--- src/rtl/ps2_pkg.sv ---
// Shared definitions for the PS/2 host transmit path: FSM states, frame bit
// positions and the microsecond-to-cycle conversion used to size timers.
package ps2_pkg;

    typedef enum logic [2:0] {
        IDLE,
        INHIBIT,
        RTS,
        SHIFT,
        RELEASE,
        FINISH
    } state_t;

    localparam int PAR_IDX  = 8;
    localparam int STOP_IDX = 9;
    localparam int ACK_IDX  = 10;
    localparam int FILT_LEN = 8;

    function automatic int us_to_cycles(input int clk_freq, input int us);
        return (clk_freq / 1000000) * us;
    endfunction

endpackage

--- src/rtl/ps2_line_sync.sv ---
// PS/2 pad conditioning: 2-FF synchronisers, falling-edge detect on the clock
// line, and an optional 8-sample clock stability filter (PS2_TX_FILTER_EN).
module ps2_line_sync
    import ps2_pkg::*;
(
    input  logic clk,
    input  logic reset,
    input  logic i_clk_pad,
    input  logic i_data_pad,
    output logic o_clk_level,
    output logic o_data_level,
    output logic o_fall
);

    logic [1:0] r_clk_sync;
    logic [1:0] r_data_sync;
    logic       r_level_d;
    logic       r_fall;
    logic       w_level;

    // Idle PS/2 lines float high, so synchronisers come out of reset at 1.
    always_ff @(posedge clk or posedge reset) begin
        if (reset) begin
            r_clk_sync  <= 2'b11;
            r_data_sync <= 2'b11;
        end else begin
            r_clk_sync  <= {r_clk_sync[0], i_clk_pad};
            r_data_sync <= {r_data_sync[0], i_data_pad};
        end
    end

`ifdef PS2_TX_FILTER_EN
    localparam int FCNT_W = $clog2(FILT_LEN);

    logic              r_filt;
    logic [FCNT_W-1:0] r_fcnt;

    // The filtered level flips only after FILT_LEN consecutive disagreeing samples.
    always_ff @(posedge clk or posedge reset) begin
        if (reset) begin
            r_filt <= 1'b1;
            r_fcnt <= '0;
        end else if (r_clk_sync[1] == r_filt) begin
            r_fcnt <= '0;
        end else if (r_fcnt == FCNT_W'(FILT_LEN - 1)) begin
            r_filt <= r_clk_sync[1];
            r_fcnt <= '0;
        end else begin
            r_fcnt <= r_fcnt + 1'b1;
        end
    end

    assign w_level = r_filt;
`else
    assign w_level = r_clk_sync[1];
`endif

    always_ff @(posedge clk or posedge reset) begin
        if (reset) begin
            r_level_d <= 1'b1;
            r_fall    <= 1'b0;
        end else begin
            r_level_d <= w_level;
            r_fall    <= r_level_d & ~w_level;
        end
    end

    assign o_clk_level  = w_level;
    assign o_data_level = r_data_sync[1];
    assign o_fall       = r_fall;

endmodule

--- src/rtl/ps2_host_tx.sv ---
// PS/2 host-to-device command transmitter (inhibit, request-to-send, 11-bit
// frame, ACK check). Define PS2_TX_FILTER_EN to enable the clock glitch filter.
module ps2_host_tx
    import ps2_pkg::*;
#(
    parameter int CLK_FREQ         = 50000000,
    parameter int INHIBIT_US       = 100,
    parameter int START_TIMEOUT_US = 15000,
    parameter int FRAME_TIMEOUT_US = 2000
)
(
    input  logic       clk,
    input  logic       reset,
    input  logic [7:0] tx_data,
    input  logic       tx_valid,
    output logic       tx_ready,
    input  logic       ps2_clk_i,
    input  logic       ps2_data_i,
    output logic       ps2_clk_oe,
    output logic       ps2_data_oe,
    output logic       busy,
    output logic       done,
    output logic       err
);

    localparam int INH     = us_to_cycles(CLK_FREQ, INHIBIT_US);
    localparam int TST     = us_to_cycles(CLK_FREQ, START_TIMEOUT_US);
    localparam int TFR     = us_to_cycles(CLK_FREQ, FRAME_TIMEOUT_US);
    localparam int CNT_MAX = (INH > TST) ? ((INH > TFR) ? INH : TFR)
                                         : ((TST > TFR) ? TST : TFR);
    localparam int CNT_W   = $clog2(CNT_MAX);

    localparam logic [3:0] N_PAR  = 4'(PAR_IDX);
    localparam logic [3:0] N_STOP = 4'(STOP_IDX);

    state_t           r_state;
    state_t           w_state_next;
    logic [CNT_W-1:0] r_cnt;
    logic [3:0]       r_n;
    logic [7:0]       r_sr;
    logic             r_par;
    logic             r_err;
    logic             w_fail;
    logic             w_accept;
    logic             w_reload;
    logic             w_clk_lvl;
    logic             w_data_lvl;
    logic             w_fall;

    ps2_line_sync u_sync (
        .clk          (clk),
        .reset        (reset),
        .i_clk_pad    (ps2_clk_i),
        .i_data_pad   (ps2_data_i),
        .o_clk_level  (w_clk_lvl),
        .o_data_level (w_data_lvl),
        .o_fall       (w_fall)
    );

    assign w_accept = tx_valid & tx_ready;

    // The frame timer keeps running from SHIFT into RELEASE; every other entry restarts it.
    assign w_reload = (w_state_next != r_state) &&
                      !(r_state == SHIFT && w_state_next == RELEASE);

    always_ff @(posedge clk or posedge reset) begin
        if (reset) begin
            r_state <= IDLE;
            r_cnt   <= '0;
            r_n     <= '0;
            r_err   <= 1'b0;
        end else begin
            r_state <= w_state_next;
            r_cnt   <= w_reload ? '0 : r_cnt + 1'b1;
            if (r_state == RTS && w_fall)
                r_n <= '0;
            else if (r_state == SHIFT && w_fall && r_n != N_STOP)
                r_n <= r_n + 1'b1;
            if (w_state_next == FINISH && r_state != FINISH)
                r_err <= w_fail;
        end
    end

    always_ff @(posedge clk) begin
        if (w_accept) begin
            r_sr  <= tx_data;
            r_par <= ~^tx_data;
        end
    end

    always_comb begin
        w_state_next = r_state;
        w_fail       = 1'b0;
        unique case (r_state)
            IDLE: begin
                if (w_accept)
                    w_state_next = INHIBIT;
            end
            INHIBIT: begin
                if (r_cnt == CNT_W'(INH - 1))
                    w_state_next = RTS;
            end
            RTS: begin
                if (w_fall) begin
                    w_state_next = SHIFT;
                end else if (r_cnt == CNT_W'(TST - 1)) begin
                    w_state_next = FINISH;
                    w_fail       = 1'b1;
                end
            end
            // The fall after the stop bit is where the device's ACK is sampled.
            SHIFT: begin
                if (w_fall && r_n == N_STOP) begin
                    w_state_next = w_data_lvl ? FINISH : RELEASE;
                    w_fail       = w_data_lvl;
                end else if (r_cnt == CNT_W'(TFR - 1)) begin
                    w_state_next = FINISH;
                    w_fail       = 1'b1;
                end
            end
            RELEASE: begin
                if (w_clk_lvl && w_data_lvl) begin
                    w_state_next = FINISH;
                end else if (r_cnt == CNT_W'(TFR - 1)) begin
                    w_state_next = FINISH;
                    w_fail       = 1'b1;
                end
            end
            FINISH: begin
                w_state_next = IDLE;
            end
            default: begin
                w_state_next = IDLE;
            end
        endcase
    end

    always_comb begin
        ps2_clk_oe  = 1'b0;
        ps2_data_oe = 1'b0;
        tx_ready    = 1'b0;
        busy        = 1'b1;
        done        = 1'b0;
        err         = 1'b0;
        unique case (r_state)
            IDLE: begin
                tx_ready = 1'b1;
                busy     = 1'b0;
            end
            INHIBIT: begin
                ps2_clk_oe = 1'b1;
            end
            RTS: begin
                ps2_data_oe = 1'b1;
            end
            SHIFT: begin
                if (r_n < N_PAR)
                    ps2_data_oe = ~r_sr[r_n[2:0]];
                else if (r_n == N_PAR)
                    ps2_data_oe = ~r_par;
            end
            FINISH: begin
                done = 1'b1;
                err  = r_err;
            end
            default: begin
            end
        endcase
    end

endmodule

--- config.mk ---
export PLATFORM = sky130hd
export DESIGN_NAME = ps2_host_tx
export DESIGN_NICKNAME = d
export VERILOG_FILES = /design/src/rtl/ps2_pkg.sv /design/src/rtl/ps2_line_sync.sv /design/src/rtl/ps2_host_tx.sv
export SDC_FILE = /design/constraint.sdc
export NUM_CORES = 1
export LEC_CHECK = 0
export CAP_MARGIN = 10
export CORE_MARGIN = 2
export CORE_UTILIZATION = 52
export DETAILED_ROUTE_END_ITERATION = 12
export PLACE_DENSITY = 0.88
export REMOVE_ABC_BUFFERS = 1
export SLEW_MARGIN = 20
export SYNTH_ARGS = -nofsm -noshare
export SYNTH_HDL_FRONTEND = slang
export SYNTH_SLANG_ARGS = --single-unit
--- constraint.sdc ---
create_clock -name clk -period 2.4 [get_ports clk]
set_input_delay 0.24 -clock clk [delete_from_list [all_inputs] [get_ports clk]]
set_output_delay 0.24 -clock clk [all_outputs]
set_load 0.02 [all_outputs]
### Pin placement

Drawn at 4 px/um. Pins as bars across the die edge, other pins in gray.
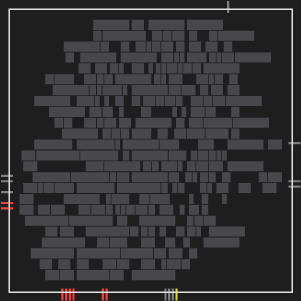
[ps2_data_oe] yellow | pins: 1 | direction: output | edge: bottom
[tx_data] red | pins: 8 | direction: input | edge: 6 bottom, 2 left
Die W: 70.4 um
port bufs: 18
Die Y: 70.4 um

### Wires at chosen ports, followed through buffers

Drawn at 6 px/um.
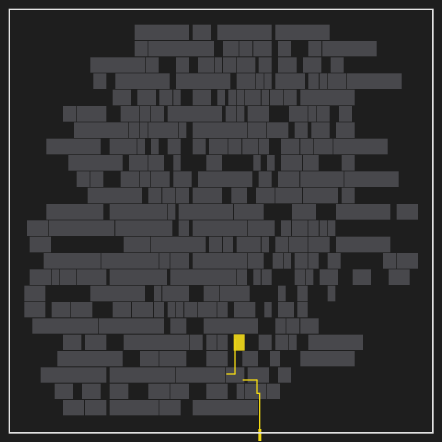
[ps2_data_oe] yellow | bits: 1 | direction: output | edge: bottom | end cells: 1 | wire: 18.2 um
io pins: 19

==> impl_metrics.yaml <==
# synthesis and place-and-route metrics
final_timing:
  finalCriticalPeriod_ns: 2.39
  relSlewSlack: 0.707
  finalCritPeriodShare: 0.996
  setup_ws_ns: 0.00998
  holdWs_ns: 0.313
  worst_pin_slew_ns: 0.436
  hold_violations: 0
  setup_violations: 0
  max_freq_mhz: 418
  skew_ns: 0.0119
  drv_slew: 0
  tns_ns: 0
  grt_setup_unrepaired: "true"
cts:
  cts.reportedPaths.clkPinSlew_ns: 0.09
  root_buffer: "clkbuf_8"
  cts_made_buffers: 5
  tritoncts: "built"
  h-tree-depth: 2
  worstSkewPairLatency_ns: 0.30
  post_cts.repair.setup_buffers: 0
  clock-sinks: 43
  post_cts_resized: 2
  cts_hold_buf: 0
  cts_buffer_depth: 2
final_layout:
  stdcell_area_sq_um: 2710
  seq_area_sq_um: 1130
  layout_top_cell: "dfrtp_1"
  final_cells: 294
  largest_register_ff_count: 20
  antenna_cells: 0
  top_regs: "r_cnt x20, r_sr x8, r_n x4"
  comb_area_sq_um: 1100
  final-nonclk-buf-share: 0.101
  final_layout_top_logic_cells: "dfrtp_1, nor2_2, clkdlybuf4s50_1, xnor2_1, nand2_1"
  drive_gt1_frac: 0.231
  logic_gate_count: 153
  clock_cell_area_share: 0.0416
  area_growth_syn_to_layout_pct: 18.4
  inverters: 9
  dominant_cells: "registers"
  final_util: 0.631
  final_nets: 258
  num-nonclk-buffers: 29
  fillers: 343
  area.share.combinational: 0.404
  flop-count: 43
  seq_area_frac: 0.416
  largest-register: "r_cnt"
  clock_buffers: 5
power:
  switching_share: 0.206
  powerComb_w: 0.0000577
  ir_worst_vdd_mv: 0.481
  pwr-share-seq: 0.549
  clockPowerShare: 0.409
  intPower_w: 0.00110
  power.switching_w: 0.000285
  pwr_density_cell_nw_per_um2: 510
  p_leak_nw: 1.10
  seq_cell_power_w: 0.000759
  clk-power_w: 0.000565
  top_power_group: "sequential cells"
  totalPowerFinal_w: 0.00138
  comb_power_share: 0.042
yosys:
  syn_area_per_cell_sq_um: 10.9
  synth-edff-count: 9
  ys_sh_xor: 0.107
  aoi_share: 0.0672
  synth-seq-area-share: 0.492
  ys.warnings.count: 0
  yosys_area_sq_um: 2290
  flop_cell: "dfrtp_1"
  simple_gate_share: 0.248
  ys_types: 47
  yosys_cells: 211
  synthesis.instances: 211
  syn-cell-area_sq_um: 2290
  synth_adder_area_share: 0.0219
  async_reset_ff_frac: 0.791
  topCombFamilyByArea: "simple AND/OR/NAND/NOR gates"
  mux_share: 0.0328
  synth_flops: 43
setup_path:
  critical_path.cell_chain: "or4b_4 -> or4_4 -> o31ai_2 -> and4_4 -> a32oi_2 -> buf_12 -> nor2_2"
  path_buffers: 1
  startpoint_type: "register"
  crit_end: "r_cnt[12]$_DFF_PP0_"
  cp_num_cells: 7
  crit_family: "simple AND/OR/NAND/NOR gates"
  crit_arrival_ns: 2.62
  critical_path.max_fanout: 20
  rr_endpoint: "r_cnt[12]$_DFF_PP0_"
  reg2reg_slack_ns: 0.01
  required_ns: 2.63
  r2r_start: "r_cnt[6]$_DFF_PP0_"
  crit_slowest_cell: "or4b_4"
  r2r_cells: 7
  worst-setup-path-type: "register to register"
  setup.worst_path.start: "r_cnt[6]$_DFF_PP0_"
  slowest_delay_ns: 0.55
  endpoint_kind: "register"
route:
  top_layer: "met4"
  viasPerCell: 5.57
  met3_length_um: 125
  vias: 1639
  routed_wl_um: 4490
  drt-initial-drc-count: 139
  firstDrtPassIters: 4
  ant_nets: 0
  wl_met2_um: 2330
  wl_met1_um: 1910
  drc: 0
die:
  fp-utilization: 0.533
  core_area_sq_um: 4290
  num_rows: 24
  chip_area_sq_um: 4950
  num_tap_cells: 52
placement:
  hpwlAfterDp_um: 3300
  place_inst: 286
  dpl_worst_slack_ns: 0.0344
  place_congestion: 0.909
  placed_area_sq_um: 2590
global_route:
  grt_overflow: 0
  grt_use_total: 0.201
  grt_pass1_wl_um: 7780
  antenna_found_initial: 0
  grt_pass1_vias: 1690
  grt_max_degree: 35
run:
  cap_violations: 0
  warning_count: 28
hold_path:
  hold_class: "primary input to asynchronous set/reset pin"
status:
  run_status: "complete, no violations"
### Track usage over the die

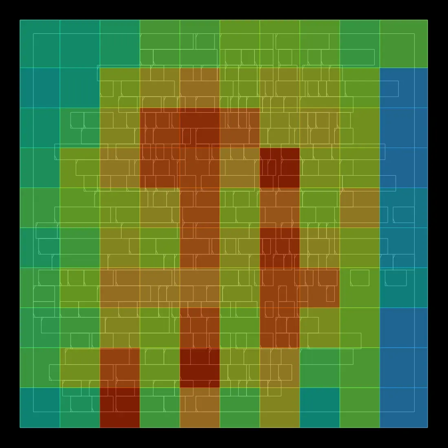
global routing met1 resource utilization: 0.248
grt met3 use: 0.0462
met2 usage: 0.338
GRT busiest layer: met2
WL/cell: 15.3 um

[cell usage after synthesis, types with 2 or more instances]
master    instances  area (sq um)
dfrtp_1          29           726
nor2_2           19           119
xnor2_1          16           140
nand2_1          14          52.6
xor2_1           12           105
nor2_1           11          41.3
a21oi_1          10          50.1
edfxtp_1          9           270
inv_1             9          33.8
nand3_1           8          40.0
and3_1            6          37.5
dfstp_2           5           131
clkbuf_1          4          15.0
ha_1              4          50.1
nor3_1            4          20.0
and2_1            3          18.8
and4_1            3          26.3
mux2i_1           3          30.0
nand2b_1          3          18.8
nand4_1           3          18.8
o21ai_0           3          15.0
o22ai_1           3          18.8
buf_6             2          22.5
mux4_2            2          45.0
nor4_1            2          12.5
nor4bb_1          2          20.0
or3_1             2          12.5
Power and IR drop assume default switching activity.
